Fig. 1: run 1, cell outlines without signal wires
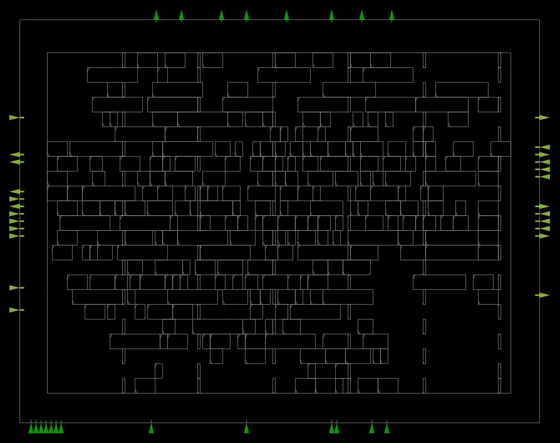
Fig. 2: run 1, sequential cells grouped by signal name
Bar = 20 µm. Other sequential cells in the stronger gray, the rest of the logic in the fainter gray.
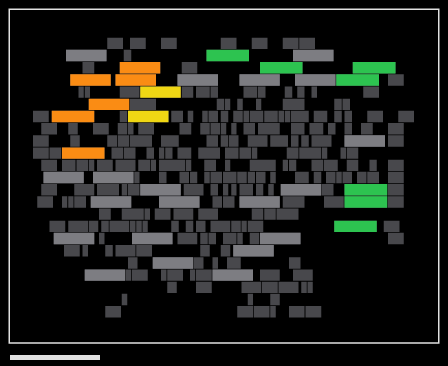
Fig. 3: run 1, wiring by layer
Bar = 20 µm.
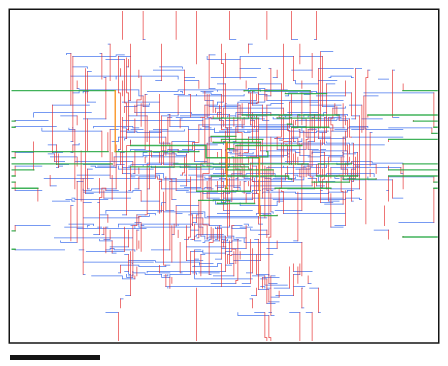
`src/rtl/tl_pkg.sv`:
```
// Shared traffic-light types and codes: controller state encoding, per-phase
// {R,Y,G} light codes and the mode encoding that selects manual operation.
package tl_pkg;

  localparam int unsigned LIGHT_W = 3;
  localparam int unsigned STATE_W = 2;
  localparam int unsigned MODE_W  = 3;

  typedef enum logic [STATE_W-1:0] {
    ST_IDLE    = 2'd0,
    ST_GREEN   = 2'd1,
    ST_YELLOW  = 2'd2,
    ST_ALL_RED = 2'd3
  } tl_state_t;

  localparam logic [LIGHT_W-1:0] LT_RED = 3'b100;
  localparam logic [LIGHT_W-1:0] LT_YEL = 3'b010;
  localparam logic [LIGHT_W-1:0] LT_GRN = 3'b001;

  localparam logic [MODE_W-1:0] MODE_MANUAL = 3'b001;

endpackage

```
`src/rtl/btn_sync_edge.sv`:
```
// Two-flop synchroniser plus rising-edge detector for a raw push button.
// rise_pulse is a registered 1-cycle pulse appearing 3 clk edges after
// async_in rises.
// Ports:
//   clk        system clock
//   reset      asynchronous active-high reset
//   async_in   raw asynchronous input
//   rise_pulse 1-cycle pulse on a synchronised rising edge
module btn_sync_edge (
  input  logic clk,
  input  logic reset,
  input  logic async_in,
  output logic rise_pulse
);

  logic sync1_q;
  logic sync2_q;
  logic prev_q;

  // Metastability filter, edge history and registered pulse.
  always_ff @(posedge clk or posedge reset) begin
    if (reset) begin
      sync1_q    <= 1'b0;
      sync2_q    <= 1'b0;
      prev_q     <= 1'b0;
      rise_pulse <= 1'b0;
    end else begin
      sync1_q    <= async_in;
      sync2_q    <= sync1_q;
      prev_q     <= sync2_q;
      rise_pulse <= sync2_q & ~prev_q;
    end
  end

endmodule

```
`src/rtl/manual_phase_sequencer.sv`:
```
// Manual-mode traffic-light sequencer over NUM_PHASES phases. An operator
// button advances the green phase through a timed YELLOW (and, when the
// ALL_RED_CLEAR_EN macro is defined, a timed ALL_RED clearance) to the next
// phase, after a minimum green time has elapsed. Runs only while
// mode == MANUAL_CODE; otherwise it parks in IDLE with all lights red.
// Build option: `define ALL_RED_CLEAR_EN to insert the ALL_RED state.
// Ports:
//   clk, reset       clock, asynchronous active-high reset
//   mode             system mode; block active when equal to MANUAL_CODE
//   tick             1-cycle time-base strobe for all timers
//   button           raw change-light request
//   min_green_time   minimum GREEN ticks before a change is honoured
//   yellow_time      YELLOW ticks (0 treated as 1)
//   allred_time      ALL_RED ticks (0 treated as 1), ALL_RED_CLEAR_EN only
//   lights           per-phase {R,Y,G}; phase p at [3p+2:3p]
//   active_phase     phase currently green or yellow
//   time_remain      ticks left in YELLOW/ALL_RED, all-ones otherwise
//   state            IDLE=0, GREEN=1, YELLOW=2, ALL_RED=3
//   req_pending      press latched, waiting for minimum green
module manual_phase_sequencer
  import tl_pkg::*;
#(
  parameter int unsigned        NUM_PHASES  = 2,
  parameter int unsigned        TIME_W      = 7,
  parameter logic [MODE_W-1:0]  MANUAL_CODE = MODE_MANUAL
) (
  input  logic                            clk,
  input  logic                            reset,
  input  logic [MODE_W-1:0]               mode,
  input  logic                            tick,
  input  logic                            button,
  input  logic [TIME_W-1:0]               min_green_time,
  input  logic [TIME_W-1:0]               yellow_time,
  input  logic [TIME_W-1:0]               allred_time,
  output logic [LIGHT_W*NUM_PHASES-1:0]   lights,
  output logic [$clog2(NUM_PHASES)-1:0]   active_phase,
  output logic [TIME_W-1:0]               time_remain,
  output logic [STATE_W-1:0]              state,
  output logic                            req_pending
);

  localparam int unsigned PHASE_W = $clog2(NUM_PHASES);

  tl_state_t            state_q,  state_d;
  logic [PHASE_W-1:0]   phase_q,  phase_d;
  logic [TIME_W-1:0]    gtimer_q, gtimer_d;
  logic [TIME_W-1:0]    count_q,  count_d;
  logic                 req_q,    req_d;
  logic [LIGHT_W*NUM_PHASES-1:0] lights_d;
  logic [TIME_W-1:0]    time_remain_d;

  logic                 edge_pulse;
  logic                 green_met;
  logic [PHASE_W-1:0]   phase_next;
  logic [TIME_W-1:0]    yellow_load;

  btn_sync_edge u_btn (
    .clk        (clk),
    .reset      (reset),
    .async_in   (button),
    .rise_pulse (edge_pulse)
  );

  assign green_met   = (gtimer_q >= min_green_time);
  assign phase_next  = (phase_q == PHASE_W'(NUM_PHASES - 1)) ? '0 : phase_q + PHASE_W'(1);
  assign yellow_load = (yellow_time == '0) ? TIME_W'(1) : yellow_time;

`ifdef ALL_RED_CLEAR_EN
  logic [TIME_W-1:0] allred_load;
  assign allred_load = (allred_time == '0) ? TIME_W'(1) : allred_time;
`else
  logic unused_allred;
  assign unused_allred = ^allred_time;
`endif

  // State register plus registered light/countdown outputs.
  always_ff @(posedge clk or posedge reset) begin
    if (reset) begin
      state_q     <= ST_IDLE;
      phase_q     <= '0;
      gtimer_q    <= '0;
      count_q     <= '0;
      req_q       <= 1'b0;
      lights      <= {NUM_PHASES{LT_RED}};
      time_remain <= '1;
    end else begin
      state_q     <= state_d;
      phase_q     <= phase_d;
      gtimer_q    <= gtimer_d;
      count_q     <= count_d;
      req_q       <= req_d;
      lights      <= lights_d;
      time_remain <= time_remain_d;
    end
  end

  // Next-state logic; mode exit overrides all tick/edge processing.
  always_comb begin
    state_d  = state_q;
    phase_d  = phase_q;
    gtimer_d = gtimer_q;
    count_d  = count_q;
    req_d    = req_q;

    if (mode != MANUAL_CODE) begin
      state_d  = ST_IDLE;
      gtimer_d = '0;
      count_d  = '0;
      req_d    = 1'b0;
    end else begin
      unique case (state_q)
        ST_IDLE: begin
          state_d  = ST_GREEN;
          phase_d  = '0;
          gtimer_d = '0;
          req_d    = 1'b0;
        end
        ST_GREEN: begin
          if ((edge_pulse || req_q) && green_met) begin
            state_d = ST_YELLOW;
            count_d = yellow_load;
            req_d   = 1'b0;
          end else begin
            if (edge_pulse) req_d = 1'b1;
            if (tick && (gtimer_q != '1)) gtimer_d = gtimer_q + TIME_W'(1);
          end
        end
        ST_YELLOW: begin
          if (tick) begin
            if (count_q == TIME_W'(1)) begin
`ifdef ALL_RED_CLEAR_EN
              state_d = ST_ALL_RED;
              count_d = allred_load;
`else
              state_d  = ST_GREEN;
              phase_d  = phase_next;
              gtimer_d = '0;
              req_d    = 1'b0;
`endif
            end else begin
              count_d = count_q - TIME_W'(1);
            end
          end
        end
        ST_ALL_RED: begin
          if (tick) begin
            if (count_q == TIME_W'(1)) begin
              state_d  = ST_GREEN;
              phase_d  = phase_next;
              gtimer_d = '0;
              req_d    = 1'b0;
            end else begin
              count_d = count_q - TIME_W'(1);
            end
          end
        end
        default: state_d = ST_IDLE;
      endcase
    end
  end

  // Output decode from next state so outputs align with the state register.
  always_comb begin
    lights_d      = {NUM_PHASES{LT_RED}};
    time_remain_d = '1;
    for (int unsigned p = 0; p < NUM_PHASES; p++) begin
      if (phase_d == PHASE_W'(p)) begin
        if (state_d == ST_GREEN)  lights_d[LIGHT_W*p +: LIGHT_W] = LT_GRN;
        if (state_d == ST_YELLOW) lights_d[LIGHT_W*p +: LIGHT_W] = LT_YEL;
      end
    end
    if ((state_d == ST_YELLOW) || (state_d == ST_ALL_RED)) time_remain_d = count_d;
  end

  assign active_phase = phase_q;
  assign state        = state_q;
  assign req_pending  = req_q;

endmodule

```
`config.mk`:
```
export PLATFORM = sky130hd
export DESIGN_NAME = manual_phase_sequencer
export DESIGN_NICKNAME = d
export VERILOG_FILES = /design/src/rtl/tl_pkg.sv /design/src/rtl/btn_sync_edge.sv /design/src/rtl/manual_phase_sequencer.sv
export SDC_FILE = /design/constraint.sdc
export NUM_CORES = 1
export LEC_CHECK = 0
export CAP_MARGIN = 40
export CORE_ASPECT_RATIO = 0.75
export CORE_MARGIN = 5
export CORE_UTILIZATION = 40
export CTS_CLUSTER_DIAMETER = 40
export CTS_CLUSTER_SIZE = 40
export DETAILED_ROUTE_END_ITERATION = 7
export HOLD_SLACK_MARGIN = 0.05
export PLACE_DENSITY = 0.77
export SLEW_MARGIN = 30
export SYNTH_ARGS = -nofsm -noshare
export SYNTH_HDL_FRONTEND = slang
export SYNTH_HIERARCHICAL = 1
export SYNTH_SLANG_ARGS = --single-unit
```
`constraint.sdc`:
```
create_clock -name clk -period 3.3 [get_ports clk]
set_clock_uncertainty 0.05 [all_clocks]
set_input_delay 0.495 -clock clk [delete_from_list [all_inputs] [get_ports clk]]
set_output_delay 0.495 -clock clk [all_outputs]
set_load 0.02 [all_outputs]
```
==> flow_summary.json, run 1 <==
{
  "fp.dieW_um": 95.43,
  "numCtsBuffers": 5,
  "num_rows": 23,
  "fmax_mhz": 356.2,
  "overflow": 0,
  "setup_tns_ns": 0,
  "ant_nets": 0,
  "hpwl_um": 3900,
  "slew_violations": 0,
  "xor_share_pct": 0.8000,
  "worst_slew_pin_slew_ns": 0.6269,
  "top_area_cell": "dfrtp_1",
  "core_um2": 5324,
  "internal_power_uw": 667.5,
  "worstPathMaxFanout": 3,
  "syn2layout_area_growth_pct": 24.97,
  "netlist.top_cell.by_instances": "dfrtp_1",
  "cts_resized": 0,
  "fin_crit_ns": 2.807,
  "yosys.area_share.aoi_pct": 21.26,
  "cts_tree": "built",
  "fp_util_pct": 41.13,
  "grt_pass1_wl_um": 9045,
  "ys_top_cells_by_area": "dfrtp_1, dfstp_2, ha_1",
  "relSlewSlack_pct": 58.12,
  "hold_class": "register to register",
  "vias_per_cell": 5.436,
  "synth_nets": 262,
  "outcome": "finished clean",
  "pwr-share-seq_pct": 50.6,
  "power_uw": 866.4,
  "arrival_ns": 2.97,
  "crit_type": "primary input to register",
  "htreeDepth": 2,
  "yosys-top-cells-count": "dfrtp_1, inv_1, nand2_1, nor2_1, ha_1",
  "edf_count": 0,
  "die_y_um": 74.08,
  "cts_sinks": 35
}
Notes on Fig. 1 above:
final core occ: 51.40%
Fill cells: 498

Notes on Fig. 2 above:
Green shows time_remain, sequential cells 7. Yellow shows state, sequential cells 2. Orange shows lights, sequential cells 6, where upper left.
Another 20 sequential cells are not colored.

Notes on Fig. 3 above:
Blue shows M1, wire length 2,460 µm. Red shows M2, wire length 2,220 µm. Orange shows M4, wire length 36.7 µm. Green shows M3, wire length 491 µm.
DRT Wirelength: 5203 µm
vias: 1,859
Overall Global Routing Usage: 16.33%
WL/cell: 15.21 µm

==> run 1: kinds of logic (layout without fill, tap and decap cells) <==
kind of cell    count (synthesis)  in the layout
compound gates                 59             59
fa+ha+maj                      11             11
buf+inv                        29             73
flops                          35             35
xor+xnor                        2              2
simple gates                   80             80
mux                             7              7
==> run 1: power groups by stage <==
stage / sequential (mW) / combinational (mW) / clock (mW)
6_report: 0.438 / 0.0856 / 0.343
5_1_grt: 0.439 / 0.0962 / 0.362
4_1_cts: 0.438 / 0.0865 / 0.349
3_5_place_dp: 0.446 / 0.0862 / 0
3_3_place_gp: 0.446 / 0.0845 / 0
2_1_floorplan: 0.446 / 0.0453 / 0
==> run 1: registers in the layout (all words and copies together) (netlist names) <==
register / cells
u_btn/prev_q: 1
u_btn/sync1_q: 1
state: 2
lights: 6
gtimer_q: 7
req_pending: 1
u_btn/rise_pulse: 1
u_btn/sync2_q: 1
count_q: 7
time_remain: 7
active_phase: 1
==> run 1: layer usage <==
layer / routed length (µm) / GRT usage [%] / vias to the layer above
met2: 2218 / 24.05 / 88
met1: 2457 / 24.24 / 871
met4: 36 / 3.785 / 0
li1: - / - / 894
met5: 0 / 0 / -
met3: 490 / 4.044 / 6
==> run 1: layout by cell type, fill, tap and decap left out, types with 2 or more instances in the layout <==
cell,count
o21ai_0,8
o21ai_4,2
nand2b_1,8
nor2_1,13
buf_4,10
clkdlybuf4s50_1,37
nor2b_1,2
inv_1,18
a31oi_1,3
nand2_1,18
dfrtp_1,26
a2111oi_0,2
nor3_1,9
o41ai_1,2
a21o_1,2
a311oi_1,2
a211oi_1,5
o211ai_1,7
or2_2,2
and3_1,3
mux2i_1,7
nand3_1,6
and2_1,3
a211oi_2,3
ha_1,11
a21oi_1,10
dfstp_2,9
nand4_1,2
clkbuf_8,7
==> run 1: per-stage QoR <==
| stage | instance area (µm²) | hold slack, ns |
|---|---|---|
| 6_report | 2736 | 0.3213 |
| 2_1_floorplan | 2190 | 0.2111 |
| 3_3_place_gp | 2636 | 0.2833 |
| 4_1_cts | 2736 | 0.3263 |
| 3_5_place_dp | 2636 | 0.3102 |
| 5_1_grt | 2736 | 0.3330 |
==> run 1: worst max-delay path: stages <==
cell	delay, ns
clkdlybuf4s50_1	0.46
inv_1	0.04
ha_1	0.29
a21o_1	0.18
a221o_1	0.41
a21o_1	0.21
a21oi_1	0.18
and2_1	0.17
ha_1	0.23
or2_2	0.29
==> run 1: path summary, 6_finish.rpt <==
check,endpoint,slack (ns),depth (start not counted),start
max,lights[2],0.49,10,min_green_time[5]
min,u_btn/sync2_q,0.32,0,u_btn/sync1_q
max reg2reg,lights[2],0.77,8,gtimer_q[5]
min reg2reg,u_btn/sync2_q,0.32,0,u_btn/sync1_q
max in group asynchronous,time_remain[0],2.31,3,reset
min in group asynchronous,u_btn/sync2_q,0.36,2,reset
==> run 1: layout make-up <==
class	instances	area (µm²)
Fill cell	498	2587
Multi-Input combinational cell	159	1142
Sequential cell	35	887.1
Timing Repair Buffer	47	445.4
Clock buffer	8	100.1
Tap cell	75	93.84
Inverter	18	67.56
==> run 2: changes to the inputs <==
--- a/config.mk
+++ b/config.mk
@@ -14,6 +14,7 @@
 export DETAILED_ROUTE_END_ITERATION = 7
 export HOLD_SLACK_MARGIN = 0.05
 export PLACE_DENSITY = 0.77
+export SKIP_CTS_REPAIR_TIMING = 1
 export SLEW_MARGIN = 30
 export SYNTH_ARGS = -nofsm -noshare
 export SYNTH_HDL_FRONTEND = slang
Fig. 4: run 2, wiring by layer
Bar = 20 µm.
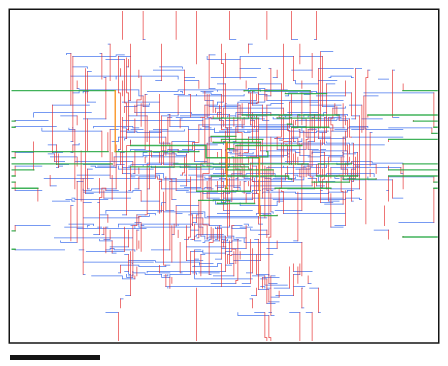
Green shows M3, wire length 491 µm. Blue shows M1, wire length 2,460 µm. Red shows M2, wire length 2,220 µm. Orange shows M4, wire length 36.7 µm.

==> run 2 against run 1 <==
  * Sequential power hardly changed
  * Routed wire length did not move
  * Combinational power barely moved
  * Clock power is essentially flat
  * First-iteration DRC count unchanged
  * Sequential share of layout area is the same
  * Critical path depth stayed put
  * Synthesized area did not move
  * Hold slack unchanged
  * Setup slack unchanged
==> flow_summary.json, run 2 <==
{
  "hold_depth": 0,
  "fmax_mhz": 356.2,
  "yosys-top-cells-count": "dfrtp_1, inv_1, nand2_1, nor2_1, ha_1",
  "cpPeakStageDelay_ns": 0.46,
  "top_area_cell": "dfrtp_1",
  "fp.dieW_um": 95.43,
  "crit_type": "primary input to register",
  "holdPathEnd": "u_btn/sync2_q",
  "cts_sinks": 35,
  "ant_nets": 0,
  "arrival_ns": 2.97,
  "overflow": 0,
  "clock_path_buffers": 2,
  "vias_per_cell": 5.436,
  "htreeDepth": 2,
  "path_cells": "clkdlybuf4s50_1 -> inv_1 -> ha_1 -> a21o_1 -> a221o_1 -> a21o_1 -> a21oi_1 -> and2_1 -> ha_1 -> or2_2",
  "wl_per_cell_um": 15.21,
  "postLayoutCoreUtil_pct": 51.40,
  "fp_util_pct": 41.13,
  "netlist.top_cell.by_instances": "dfrtp_1",
  "cts_tree": "built",
  "grt_pass1_wl_um": 9045,
  "n_fill_cell": 498,
  "synth_nets": 262,
  "regToRegStartpoint": "gtimer_q[5]",
  "critPathBufInv": 2,
  "outcome": "finished clean",
  "r2r_end": "lights[2]",
  "hold_start": "u_btn/sync1_q",
  "final_common_cell": "clkdlybuf4s50_1",
  "grt_use_total_pct": 16.33,
  "die_y_um": 74.08,
  "fin_crit_ns": 2.807,
  "cp_slowest_cell": "clkdlybuf4s50_1",
  "syn2layout_area_growth_pct": 24.97,
  "slew_violations": 0,
  "r2r_slack_ns": 0.77,
  "cpLargestDelayFamily": "AND-OR/OR-AND gates",
  "worstPathMaxFanout": 3,
  "whs_ns": 0.3213,
  "lay_top_cells": "clkdlybuf4s50_1, dfrtp_1, nand2_1, inv_1, nor2_1",
  "r2r_cells": 8,
  "worst_slew_pin_slew_ns": 0.6269,
  "numCtsBuffers": 5,
  "hpwl_um": 3900
}
Fig. 5: run 2, cell outlines without signal wires
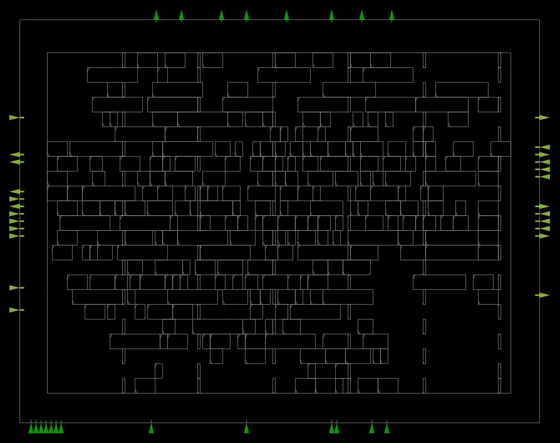
Seq area share: 32.42%
num rows: 23
flip-flops: 35
Core Region: 5324 µm²

==> run 2: cell counts after synthesis <==
No cell type changed its count.
==> run 2: logic make-up (layout without fill, tap and decap cells) <==
logic type,count (synthesis),count (layout),share of synthesized area (%)
AND-OR/OR-AND,59,59,21.26
XOR/XNOR,2,2,0.8001
adder cells (fa/ha/maj),11,11,6.286
buffers and inverters,29,73,7.314
flip-flops,35,35,40.51
multiplexers,7,7,3.200
AND/OR/NAND/NOR,80,80,20.63
==> run 2: final cells by class <==
class                      instances  area, µm²  area share [%]
sequential                        35      887.1           32.42
clock buffer                       8      100.1           3.658
tap                               75      93.84           3.429
multi-input combinational        159       1142           41.75
inverter                          18      67.56           2.469
timing repair buffer              47      445.4           16.28
==> run 2: routing by layer <==
layer | vias to the layer above | GRT usage [%] | routed length (µm)
met2 | 88 | 24.05 | 2218
met1 | 871 | 24.24 | 2457
met5 | - | 0 | 0
met3 | 6 | 4.044 | 490
li1 | 894 | - | -
met4 | 0 | 3.785 | 36
==> run 2: worst reg2reg max path, delay by kind of cell, from the launching register on <==
kind            cells  cell delay (ns)
flops               1             0.42
compound gates      4             0.98
fa+ha+maj           2             0.53
simple gates        2             0.46
==> run 2: stage by stage <==
step           power [mW]  cell area [µm²]  setup slack (ns)
3_5_place_dp       0.5320             2636            0.1763
2_1_floorplan      0.4918             2190            0.5363
5_1_grt            0.8971             2736            0.3275
4_1_cts            0.8738             2736            0.4802
6_report           0.8664             2736            0.4929
3_3_place_gp       0.5301             2636            0.2435
==> run 2: worst max path at each step <==
stage,depth (start not counted),slack [ns],from,endpoint
global route,10,0.33,min_green_time[5],lights[2]
detailed placement,10,0.18,min_green_time[5],lights[2]
CTS,10,0.48,min_green_time[5],lights[2]
finish,10,0.49,min_green_time[5],lights[2]
global placement,10,0.24,min_green_time[5],lights[2]
floorplan,10,0.54,min_green_time[5],lights[2]
==> run 2: power by group <==
part,internal (mW),total [mW],switching (mW)
clock network,0.191,0.343,0.152
logic,0.0429,0.0856,0.0427
registers,0.434,0.438,0.00406
total,0.668,0.866,0.199
Fig. 6: run 2, cell classes on the final placement
Bar = 20 µm. Fill, decap, tap and diode cells in gray.
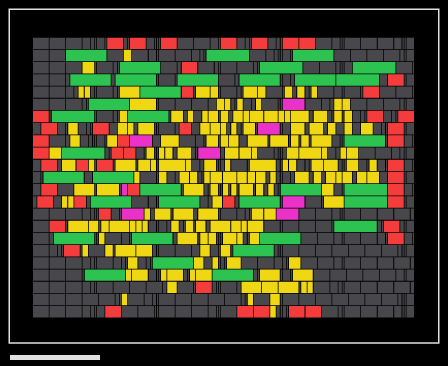

==> run 3: changes to the inputs <==
--- a/config.mk
+++ b/config.mk
@@ -5,6 +5,7 @@
 export SDC_FILE = /design/constraint.sdc
 export NUM_CORES = 1
 export LEC_CHECK = 0
+export ABC_AREA = 1
 export CAP_MARGIN = 40
 export CORE_ASPECT_RATIO = 0.75
 export CORE_MARGIN = 5
@@ -14,7 +15,6 @@
 export DETAILED_ROUTE_END_ITERATION = 7
 export HOLD_SLACK_MARGIN = 0.05
 export PLACE_DENSITY = 0.77
-export SKIP_CTS_REPAIR_TIMING = 1
 export SLEW_MARGIN = 30
 export SYNTH_ARGS = -nofsm -noshare
 export SYNTH_HDL_FRONTEND = slang
Fig. 7: run 3, cell classes on the final placement
Bar = 20 µm. Fill, decap, tap and diode cells in gray.
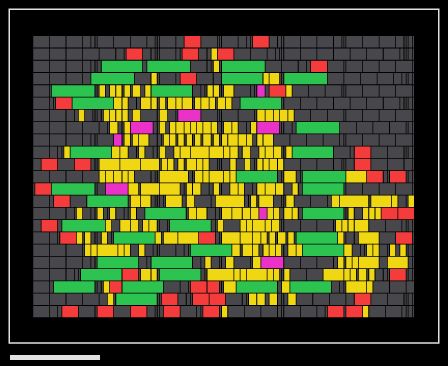
Magenta shows clock drivers and dummy loads, cells 8, share of their area 3.2%. Green shows registers, cells 35, share of their area 34%. Yellow shows remaining logic cells, cells 239, share of their area 48%. Red shows remaining buffers and delay cells, cells 39, share of their area 15%.

Fig. 8: run 3, wiring by layer
Bar = 20 µm.
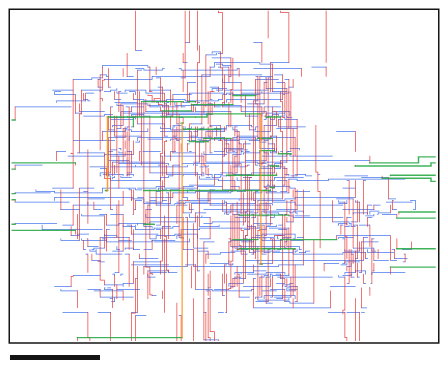
Blue shows M1, wire length 2,370 µm. Red shows M2, wire length 2,320 µm. Orange shows M4, wire length 97.2 µm. Green shows M3, wire length 332 µm.
vias: 1,976
DRT Wirelength: 5128 µm
Overall Global Routing Usage: 16.03%
WL/cell: 12.95 µm

==> run 3 against run 2 <==
  * Critical path type unchanged
  * Fmax rose by 20%
  * Hold slack got worse by 0.0072 ns
  * Final area fell by 1.1%
  * Sequential share of layout area rose by 0.37 points
  * Flip-flop count did not move
  * Combinational power rose by 12%
  * Sequential power barely moved
==> flow_summary.json, run 3 <==
{
  "worstPathMaxFanout": 9,
  "htreeDepth": 2,
  "ys_top_cells_by_area": "dfrtp_1, nand2_1, dfstp_2",
  "hold_class": "register to register",
  "syn2layout_area_growth_pct": 24.97,
  "comb_area_um2": 1086,
  "hpwl_um": 3775,
  "setup_ws_ns": 0.9532,
  "ant_nets": 0,
  "fp_util_pct": 40.88,
  "dp_slack_ns": 0.6275,
  "outcome": "finished clean",
  "relSlewSlack_pct": 51.67,
  "r2r_cells": 11,
  "die_y_um": 73.71,
  "endpoint": "lights[2]",
  "regToRegStartpoint": "gtimer_q[2]",
  "flop_area_um2": 887.1,
  "cp_slowest_cell": "clkdlybuf4s50_1",
  "fmax_mhz": 426.1,
  "numCtsBuffers": 5
}
[run 3: how the worst min path moves through the flow]
| stage | startpoint | end | slack [ns] | cells past startpoint |
|---|---|---|---|---|
| 2_1_floorplan | reset | u_btn/prev_q | 0.21 | 1 |
| 3_3_place_gp | u_btn/sync1_q | u_btn/sync2_q | 0.28 | 0 |
| 3_5_place_dp | u_btn/sync1_q | u_btn/sync2_q | 0.30 | 0 |
| 4_1_cts | u_btn/sync1_q | u_btn/sync2_q | 0.31 | 0 |
| 5_1_grt | u_btn/sync1_q | u_btn/sync2_q | 0.32 | 0 |
| 6_report | u_btn/sync1_q | u_btn/sync2_q | 0.31 | 0 |
[run 3: per-layer routing]
metal | GRT usage [%] | vias up | routed length (µm)
met1 | 21.32 | 925 | 2374
met5 | 0 | - | 0
met4 | 7.360 | 0 | 97
li1 | - | 978 | -
met2 | 25.23 | 67 | 2324
met3 | 3.173 | 6 | 331
[run 3: final cells by class]
class | instances | share of cell area, %
sequential | 35 | 32.79
timing repair buffer | 39 | 14.25
tap | 75 | 3.469
clock buffer | 5 | 2.544
clock inverter | 3 | 0.5550
multi-input combinational | 194 | 40.15
inverter | 45 | 6.244
[run 3: kinds of logic after synthesis]
logic type                 share of synthesized area, %
DFF                                               40.98
buffers and inverters                             8.844
and+or+nand+nor                                   38.44
adders and majority gates                         6.358
AOI/OAI and AO/OA                                 4.567
xor gates and xnor gates                         0.8094
[run 3: power by group]
group | leakage (nW) | internal, mW | total (mW) | switching [mW]
Sequential | 0.449 | 0.435 | 0.438 | 0.00337
Combinational | 0.860 | 0.0412 | 0.0961 | 0.0549
Clock | 0.0477 | 0.144 | 0.304 | 0.160
Total | 1.36 | 0.620 | 0.839 | 0.218
[run 3: metrics by stage]
step | std cells | power, mW | utilization, %
after floorplan | 278 | 0.4976 | -
after global placement | 388 | 0.5388 | 49.50
after detailed placement | 388 | 0.5420 | 49.50
after CTS | 396 | 0.8479 | 51.09
after global routing | 396 | 0.8746 | 51.09
final | 396 | 0.8386 | 51.09
Power figures rest on the tool's default switching activity, not on a simulated workload.
